### Power grid

Pins as bars on the die edge. Tap cells in grey.
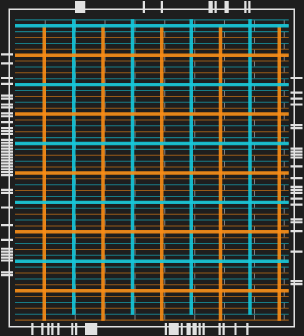
### Placement by cell class

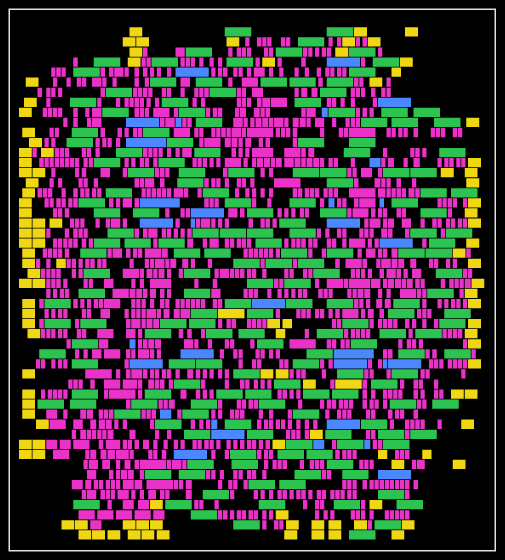
### Clock wires, drivers and flops

Scale bar: 50 um.
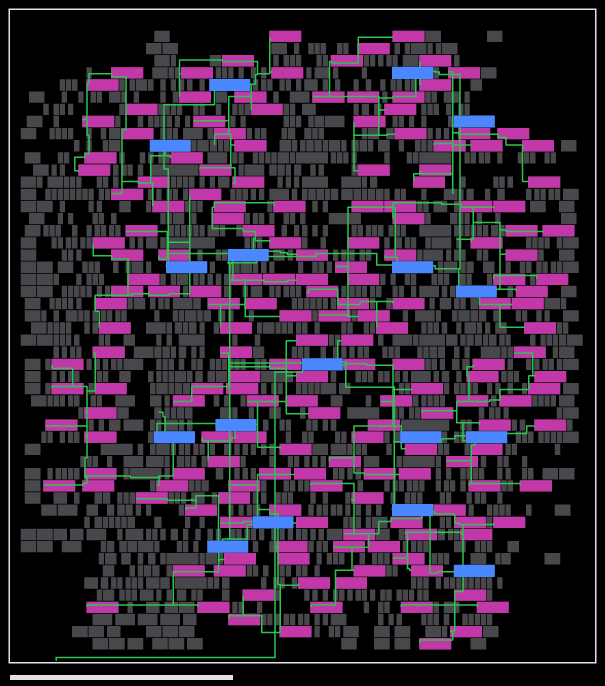
### Wiring by layer

Scale bar: 50 um.
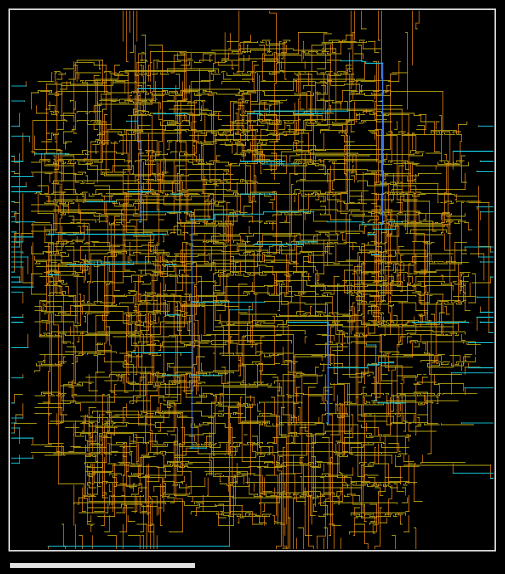
==> src/rtl/adder_pkg.sv <==
// Shared add/sub definitions for the datapath blocks.
// Mode encoding and the signed overflow rule.
package adder_pkg;

  localparam logic OP_ADD = 1'b0;
  localparam logic OP_SUB = 1'b1;

  function automatic logic ovf_rule(
    input logic a_msb,
    input logic b_msb,
    input logic s_msb
  );
    return (a_msb == b_msb) && (s_msb != a_msb);
  endfunction

endpackage

==> src/rtl/adder_stage.sv <==
// One carry-chain slice of the pipelined adder.
// Registers the slice sum, its carry-out and the beat valid.
module adder_stage
  import adder_pkg::*;
#(
  parameter int CW = 8
) (
  input  logic          clk,
  input  logic          rst,
  input  logic          en,
  input  logic          valid_i,
  input  logic [CW-1:0] a_i,
  input  logic [CW-1:0] b_i,
  input  logic          c_i,
  output logic          valid_o,
  output logic [CW-1:0] sum_o,
  output logic          c_o
);

  logic          valid_q, valid_d;
  logic          c_q, c_d;
  logic [CW-1:0] sum_q, sum_d;
  logic [CW:0]   add;

  always_comb begin
    add     = {1'b0, a_i} + {1'b0, b_i}
            + {{CW{1'b0}}, c_i};
    valid_d = valid_q;
    sum_d   = sum_q;
    c_d     = c_q;
    if (en) begin
      valid_d = valid_i;
      sum_d   = add[CW-1:0];
      c_d     = add[CW];
    end
  end

  always_ff @(posedge clk) begin
    if (rst) begin
      valid_q <= 1'b0;
      sum_q   <= '0;
      c_q     <= 1'b0;
    end else begin
      valid_q <= valid_d;
      sum_q   <= sum_d;
      c_q     <= c_d;
    end
  end

  assign valid_o = valid_q;
  assign sum_o   = sum_q;
  assign c_o     = c_q;

endmodule

==> src/rtl/pipe_adder.sv <==
// Pipelined SIZE-bit add/subtract, STAGES carry slices,
// valid/ready on both sides with a global advance enable.
module pipe_adder
  import adder_pkg::*;
#(
  parameter int SIZE   = 32,
  parameter int STAGES = 4
) (
  input  logic            clk,
  input  logic            rst,
  input  logic            in_valid,
  output logic            in_ready,
  input  logic [SIZE-1:0] a,
  input  logic [SIZE-1:0] b,
  input  logic            cin,
  input  logic            sub,
  output logic            out_valid,
  input  logic            out_ready,
  output logic [SIZE-1:0] sum,
  output logic            cout,
  output logic            ovf
);

  localparam int CW = SIZE / STAGES;

  if (STAGES < 1 || STAGES > SIZE || (SIZE % STAGES) != 0)
  begin : g_bad_cfg
    $error("pipe_adder: bad SIZE/STAGES");
  end

  logic                       en;
  logic [SIZE-1:0]            b_eff;
  logic                       c_eff;
  logic [STAGES-1:0]          op_v, op_c;
  logic [STAGES-1:0]          st_v, st_c;
  logic [STAGES-1:0][CW-1:0]  op_a, op_b, st_s;
  logic [1:0]                 msb_q, msb_d;

  assign en       = !st_v[STAGES-1] || out_ready;
  assign in_ready = en;
  assign b_eff    = (sub == OP_SUB) ? ~b : b;
  assign c_eff    = (sub == OP_ADD) ? cin : 1'b1;

  for (genvar k = 0; k < STAGES; k++) begin : g_st
    localparam int W = SIZE - k * CW;
    // a_up/b_up: operand bits k*CW and up, aligned to stage k
    logic [W-1:0]         a_up, b_up;
    logic [(k+1)*CW-1:0]  res;

    if (k == 0) begin : g_in
      assign a_up    = a;
      assign b_up    = b_eff;
      assign op_v[0] = in_valid;
      assign op_c[0] = c_eff;
      assign res     = st_s[0];
    end else begin : g_sk
      logic [W-1:0]      a_q, a_d, b_q, b_d;
      logic [k*CW-1:0]   lo_q, lo_d;

      always_comb begin
        a_d  = a_q;
        b_d  = b_q;
        lo_d = lo_q;
        if (en) begin
          a_d  = g_st[k-1].a_up[W+CW-1:CW];
          b_d  = g_st[k-1].b_up[W+CW-1:CW];
          lo_d = g_st[k-1].res;
        end
      end

      always_ff @(posedge clk) begin
        if (rst) begin
          a_q  <= '0;
          b_q  <= '0;
          lo_q <= '0;
        end else begin
          a_q  <= a_d;
          b_q  <= b_d;
          lo_q <= lo_d;
        end
      end

      assign a_up    = a_q;
      assign b_up    = b_q;
      assign op_v[k] = st_v[k-1];
      assign op_c[k] = st_c[k-1];
      assign res     = {st_s[k], lo_q};
    end

    assign op_a[k] = a_up[CW-1:0];
    assign op_b[k] = b_up[CW-1:0];

    adder_stage #(.CW(CW)) u_stage (
      .clk     (clk),
      .rst     (rst),
      .en      (en),
      .valid_i (op_v[k]),
      .a_i     (op_a[k]),
      .b_i     (op_b[k]),
      .c_i     (op_c[k]),
      .valid_o (st_v[k]),
      .sum_o   (st_s[k]),
      .c_o     (st_c[k])
    );
  end

  // Operand sign bits ride with the final slice for ovf
  always_comb begin
    msb_d = msb_q;
    if (en)
      msb_d = {op_a[STAGES-1][CW-1], op_b[STAGES-1][CW-1]};
  end

  always_ff @(posedge clk) begin
    if (rst) msb_q <= 2'b00;
    else     msb_q <= msb_d;
  end

  assign out_valid = st_v[STAGES-1];
  assign cout      = st_c[STAGES-1];
  assign sum       = g_st[STAGES-1].res;
  assign ovf       = ovf_rule(msb_q[1], msb_q[0], sum[SIZE-1]);

endmodule

==> config.mk <==
export PLATFORM = sky130hd
export DESIGN_NAME = pipe_adder
export DESIGN_NICKNAME = d
export VERILOG_FILES = /design/src/rtl/adder_pkg.sv /design/src/rtl/adder_stage.sv /design/src/rtl/pipe_adder.sv
export SDC_FILE = /design/constraint.sdc
export NUM_CORES = 1
export LEC_CHECK = 0
export ABC_AREA = 1
export CORE_AREA = 2 2 129 144
export CTS_BUF_LIST = sky130_fd_sc_hd__clkbuf_16
export DETAILED_ROUTE_END_ITERATION = 12
export DIE_AREA = 0 0 131 146
export PLACE_DENSITY_LB_ADDON = 0.3
export SLEW_MARGIN = 0
export SYNTH_ARGS = -nofsm -noshare
export SYNTH_HDL_FRONTEND = slang
export SYNTH_HIERARCHICAL = 1
export SYNTH_SLANG_ARGS = --single-unit
==> constraint.sdc <==
create_clock -name clk -period 3.6 [get_ports clk]
set_clock_uncertainty 0.15 [all_clocks]
set_input_delay 0.72 -clock clk [delete_from_list [all_inputs] [get_ports clk]]
set_output_delay 0.72 -clock clk [all_outputs]
set_load 0.02 [all_outputs]
==> run notes <==
Implementation numbers.

- The path type of the worst setup path is input pin to output pin.
- The commonest cells after synthesis are 435 x nand2_1, 362 x nor2_1, 214 x inv_1, 186 x dfxtp_1, 43 x nand3_1.
- TritonCTS built the clock tree.
- Once detail routing completed, the nets flagged for antenna violations numbered 0.
- The worst slack after detailed placement is 0.130 ns.
- For this design the top-level I/O count stands at 106.
- The routed design could run at a clock period as short as 3.01 ns.
- Row generation in the floorplan step produced 51 rows.
- The group that draws the most power in this run is sequential cells.
- The fraction of power consumed by combinational cells is 15.3%.
- The net count after synthesis is 1553.
- The number of synthesis warnings is 6.
- The sequential element share of the synthesized area is 39.8%.
- The post-route report lists met1 wire length as 9510 um.
- The flow reported a cell area power density of 443 mW/mm^2.
- Per the cell usage report, the commonest logic cells after layout are 435 x nand2_1, 362 x nor2_1, 213 x inv_1.
- The run finished with clean final reports.
- The share of total power dissipated in the clock network is 38.1%.
- Summing every instance area after synthesis gives 0.00936 mm^2.
- The highest layer touched by signal routing is met4.
- The switching power of the nets is 1280 uW.
- The script logs the mean routed wire length per placed instance as 10.8 um.
- Hold is met by 0.326 ns.
- The final standard cell utilization of the core is 63.1%.
- Buffers inserted to repair hold after CTS numbered 0.
- The layout overhead on the synthesized area is 18.3%.
- The global-route track usage on met1 is 29.2%.
- The final-report hold violation count is 0.
- The sum of net half-perimeters after detailed placement is 12600 um.
- The number of remaining DRC errors is 0.
- Setup repair after global routing left no endpoint under its margin.
- The switching fraction of total power is 26.1%.
- The worst hold path cell count is 2.
- The fill cell instance count of the final layout is 1655.
- The worst path meets setup with 0.589 ns of slack.
- The startpoint kind of the worst setup timing path is an input pin.
- The power drawn by the sequential cells is 2290 uW.
- STA lists the startpoint of the worst hold path as g_st[1].b_up[16]$_SDFFE_PP0P_.
- The TritonCTS buffer count is 17.
- The count of buffers inserted at the top-level ports is 105.
-- 'Power grid' (at the start) --
| colour | net |
|---|---|
| cyan | VDD |
| orange | VSS |
tap cells: 238
met5 straps: 10
met1 rails: 52
met4 straps: 9
placeable core region: 0.0175 mm^2
DIE HEIGHT: 146 um
Worst VDD drop: 0.000409 V
overall die width: 131 um

-- 'Placement by cell class' (at the start) --
| colour | class | cells | share of their area |
|---|---|---|---|
| yellow | remaining buffers and delay cells | 113 | 11% |
| magenta | combinational and other logic | 1201 | 49% |
| green | sequential cells | 186 | 35% |
| blue | clock drivers and dummy loads | 32 | 5.4% |

-- 'Clock wires, drivers and flops' (at the start) --
[blue] clock drivers | count: 17
[green] clock wires | length: 2110 um
[magenta] flip-flops | count: 186
routed clock nets: 18

-- 'Wiring by layer' (at the start) --
| colour | layer | wire length |
|---|---|---|
| cyan | metal 3 | 699 um |
| yellow | metal 1 | 9510 um |
| orange | metal 2 | 8650 um |
| blue | metal 4 | 254 um |
via count: 7999
total track usage: 20.7%

## area by class of cell
class | count | area [um^2] | area share (%)
timing repair buffer | 113 | 1140 | 10.3
clock buffer | 17 | 425 | 3.84
multi-input combinational | 982 | 4500 | 40.7
sequential | 186 | 3720 | 33.7
inverter | 219 | 825 | 7.45
tap | 238 | 298 | 2.69
clock inverter | 15 | 158 | 1.42
## cells by family (layout without fill, tap and decap cells)
group,after synthesis,in the layout,share of synthesized area (%)
buffers and inverters,279,364,12.1
xor gates and xnor gates,12,12,1.12
adders and majority gates,36,36,5.46
and+or+nand+nor,889,889,38.4
DFF,186,186,39.8
AOI/OAI and AO/OA,45,45,3.09
## worst max-delay path: stages
cell and delay (ns):
clkdlybuf4s50_1 0.66, nor2_8 0.08, inv_2 0.06, clkdlybuf4s50_1 0.61
No activity file was given, so power comes from the tool's default toggle rates.
